**Metal 1**

The bar under the picture is 50 µm long. Supply wires on this layer in gray. Cells faint in the background.
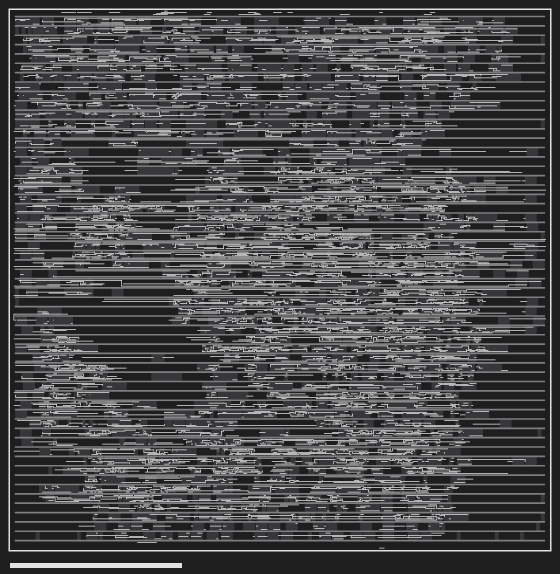
**Zoomed window**

The bar under the picture is 10 µm long. Window x 58 to 98, y 27 to 67 µm. Cells in gray, sequential cells in the stronger gray; small squares are vias.
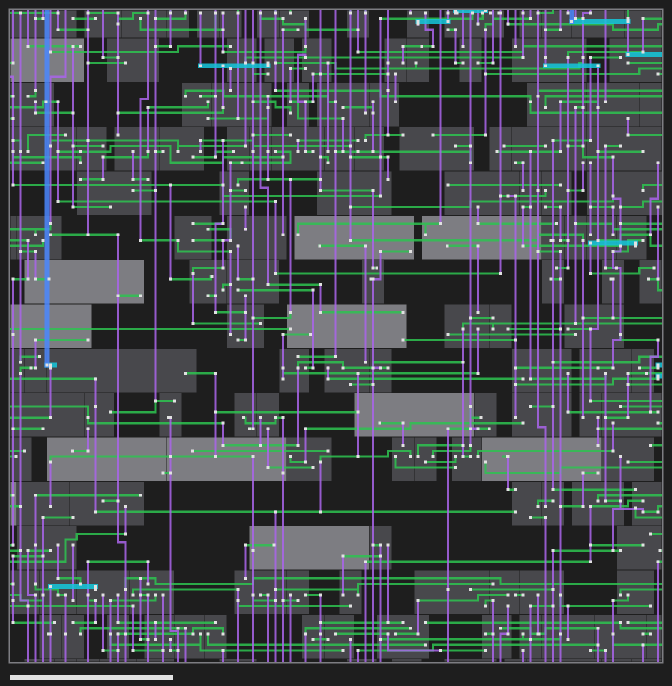
**The metal 2 layer**

The bar under the picture is 50 µm long. Cells faint in the background.
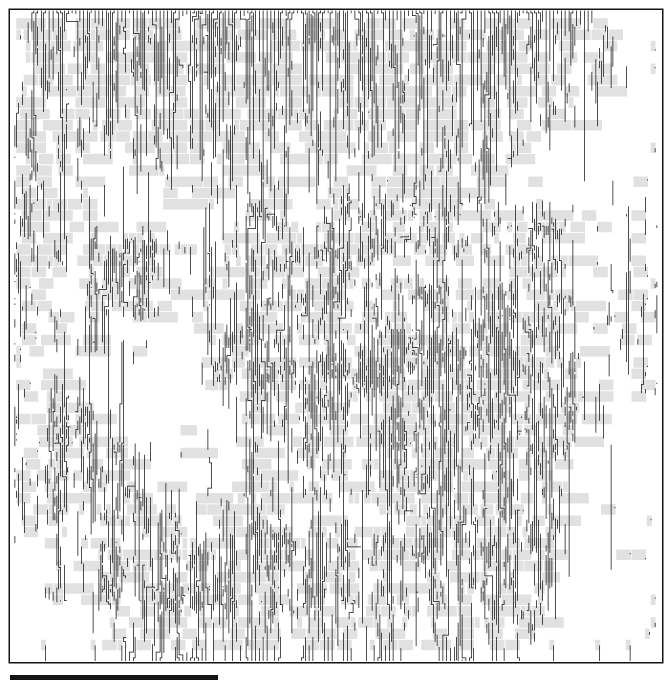
**Routing congestion map**

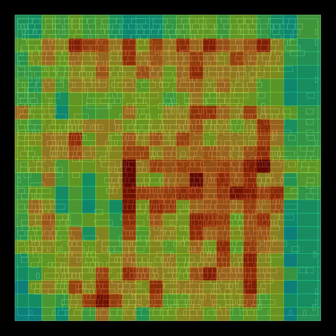
==> config.mk <==
export PLATFORM = sky130hd
export DESIGN_NAME = dma_dh_burst
export DESIGN_NICKNAME = d
export VERILOG_FILES = /design/src/rtl/dma_dh_pkg.sv /design/src/rtl/dma_dh_framer.sv /design/src/rtl/dma_dh_burst.sv
export SDC_FILE = /design/constraint.sdc
export NUM_CORES = 1
export LEC_CHECK = 0
export CAP_MARGIN = 5
export CORE_UTILIZATION = 40
export CTS_CLUSTER_DIAMETER = 80
export DETAILED_ROUTE_END_ITERATION = 12
export MAX_ROUTING_LAYER = met4
export PLACE_DENSITY = 0.71
export SYNTH_ARGS = -nofsm -noshare
export SYNTH_HDL_FRONTEND = slang
export SYNTH_HIERARCHICAL = 1
export SYNTH_SLANG_ARGS = --single-unit
==> constraint.sdc <==
create_clock -name sys_clk -period 4.8 [get_ports sys_clk]
set_clock_uncertainty 0.15 [all_clocks]
set_input_delay 0.48 -clock sys_clk [delete_from_list [all_inputs] [get_ports sys_clk]]
set_output_delay 0.48 -clock sys_clk [all_outputs]
set_load 0.005 [all_outputs]
==> flow_summary.json <==
{
  "status": "complete, no violations",
  "hp-class": "register to register",
  "cp_top_family": "simple AND/OR/NAND/NOR gates",
  "wl_met1_um": 13900,
  "place_inst": 1698,
  "leakagePower_nw": 4.77,
  "final_nets": 1598,
  "lay_top_count": "clkdlybuf4s50_1",
  "yosysChipArea_um2": 9600,
  "clock.fmax_mhz": 262,
  "drt_iter0_drc": 704,
  "p_total_mw": 6.03,
  "vias_per_cell": 5.41,
  "io_pins": 308,
  "synthDistinctLibCells": 75,
  "final_area_um2": 13100,
  "holdBufCountCts": 0,
  "swShare_pct": 40.6,
  "fillers": 2178,
  "period_needed_ns": 3.82,
  "cp.required_ns": 5.01,
  "highest_layer": "met4",
  "worstRegToRegCells": 14,
  "drv_slew": 0,
  "die_h_um": 157,
  "p_clk_share_pct": 23.7,
  "synthArstFlopShare_pct": 0,
  "powerSeq_mw": 1.63,
  "fin_ws_ns": 0.978,
  "placed_cell_area_um2": 12400,
  "place_congestion": 0.912,
  "yosys_cells": 1167,
  "setup_viol": 0,
  "synthTopCellsByArea": "dfxtp_1 31%, mux2i_1 8.2%, ha_1 8.1%",
  "routed-wl-met2_um": 14600,
  "period_used_pct": 79.6,
  "syn_inst": 1167,
  "yosys.area.top_type": "dfxtp_1",
  "edf_count": 0,
  "met3_length_um": 1620,
  "die_w_um": 157,
  "slowest_stage": "nor4_1",
  "syn_area_um2": 9600,
  "antenna_found_initial": 0,
  "fin_util_pct": 55.6,
  "grt_max_degree": 82,
  "critPathArrivalTime_ns": 4.03,
  "chipArea_um2": 24600,
  "path_cells": "nor4_1 -> nand2_1 -> nor3_1 -> inv_1 -> ha_1 -> nand2_1 -> a21oi_1 -> nand2_1 -> o21ai_1 -> buf_4 -> nand2_1 -> nor4_1 -> o221ai_1 -> o21ai_2",
  "rsz0062_at_grt": "false",
  "lay_top_cells": "281 x clkdlybuf4s50_1, 153 x nor2_1, 149 x dfxtp_1",
  "n_antenna_cell": 0,
  "cap_viol_max_count": 0,
  "crit_cells": 14,
  "power_frac_seq_pct": 27.0,
  "hold_slack_ns": 0.305,
  "pre_cts_slack_ns": 1.05,
  "pg_clk_mw": 1.43,
  "drive_above_1_share_pct": 5.24,
  "dp_hpwl_um": 22400,
  "synth_top_flop_cell": "dfxtp_1",
  "cts_resized": 0,
  "cts_buffers": 17,
  "p_comb_share_pct": 49.3,
  "tns_ns": 0,
  "yosysMostFrequentCell": "nor2_1",
  "drc": 0,
  "final_hold_viol_count": 0,
  "seq_area_frac_synth_pct": 31.1,
  "num_rows": 56,
  "netlist.area_leader.share_pct": 31.1,
  "clock.latency.late_pin_ns": 0.43,
  "core_um2": 23500,
  "postCtsSetupRepairBufs": 0,
  "cts.path.max_buffers": 2,
  "worstMarginPinSlew_ns": 0.927,
  "ir_drop_mv": 0.236,
  "clock-root-buffer": "clkbuf_16",
  "io_buffers": 282,
  "stdcell_count": 1730,
  "cp-start-kind": "register",
  "max_stage_delay_ns": 0.53,
  "cts_tree": "built",
  "powerDensity_nw_per_um2": 462,
  "r2r_slack_ns": 0.98,
  "end_kind": "register",
  "crit_buf_inv": 2,
  "crit_path_frequent_cell": "nand2_1",
  "comb-power_mw": 2.97,
  "ys_ff": 149,
  "cts_num_sinks": 149,
  "grt_first_pass_wirelength_um": 47500,
  "largest_reg_flops": 67,
  "grt_pass1_vias": 8727,
  "top_power_group": "combinational cells",
  "postSynthAreaPerCell_um2": 8.23,
  "first_pass_iters": 5,
  "p_switching_mw": 2.45
}
Back to the opening pictures, 'metal 1':
wire length on this layer: 13,900 µm
nets with wire on the layer: 1,440
main direction: horizontal
share of all routed wire: 45%
met1 Usage GRT: 33.8%
vias: 9,362
Post-Route WL: 30,800 µm

Back to the opening pictures, 'zoomed window':
| color | layer |
|---|---|
| cyan | M3 |
| green | M1 |
| blue | M4 |
| purple | M2 |
most frequent: inv_1 (15), nor2_1 (15)
cells with their middle in the window: 135
sequential cells in the window: 11

Back to the opening pictures, 'the metal 2 layer':
wire length on this layer: 14,600 µm
share of all routed wire: 48%
main direction: vertical
nets with wire on the layer: 1,340
GR Util met2: 39.9%

Back to the opening pictures, 'routing congestion map':
DR WL/cell: 17.8 µm
Total GRT Usage: 25.5%
Top Usage Layer GRT: met2
GRT met3 Usage: 3.74%

-- kinds of logic after synthesis --
kind of cell / Yosys count / share of synthesized area [%]
xor gates and xnor gates: 51 / 4.65
muxes: 91 / 9.64
and+or+nand+nor: 406 / 20.2
AOI/OAI and AO/OA: 250 / 17.7
DFF: 149 / 31.1
buffers and inverters: 153 / 8.03
adders and majority gates: 65 / 8.71
other: 2 / 0.0782
-- final cells by class --
cell class | instances | area [µm²] | share of cell area, %
clock buffer | 18 | 439 | 3.36
clock inverter | 14 | 184 | 1.41
inverter | 54 | 203 | 1.55
multi-input combinational | 884 | 5940 | 45.5
sequential | 149 | 2980 | 22.8
tap | 319 | 399 | 3.06
timing repair buffer | 292 | 2910 | 22.3
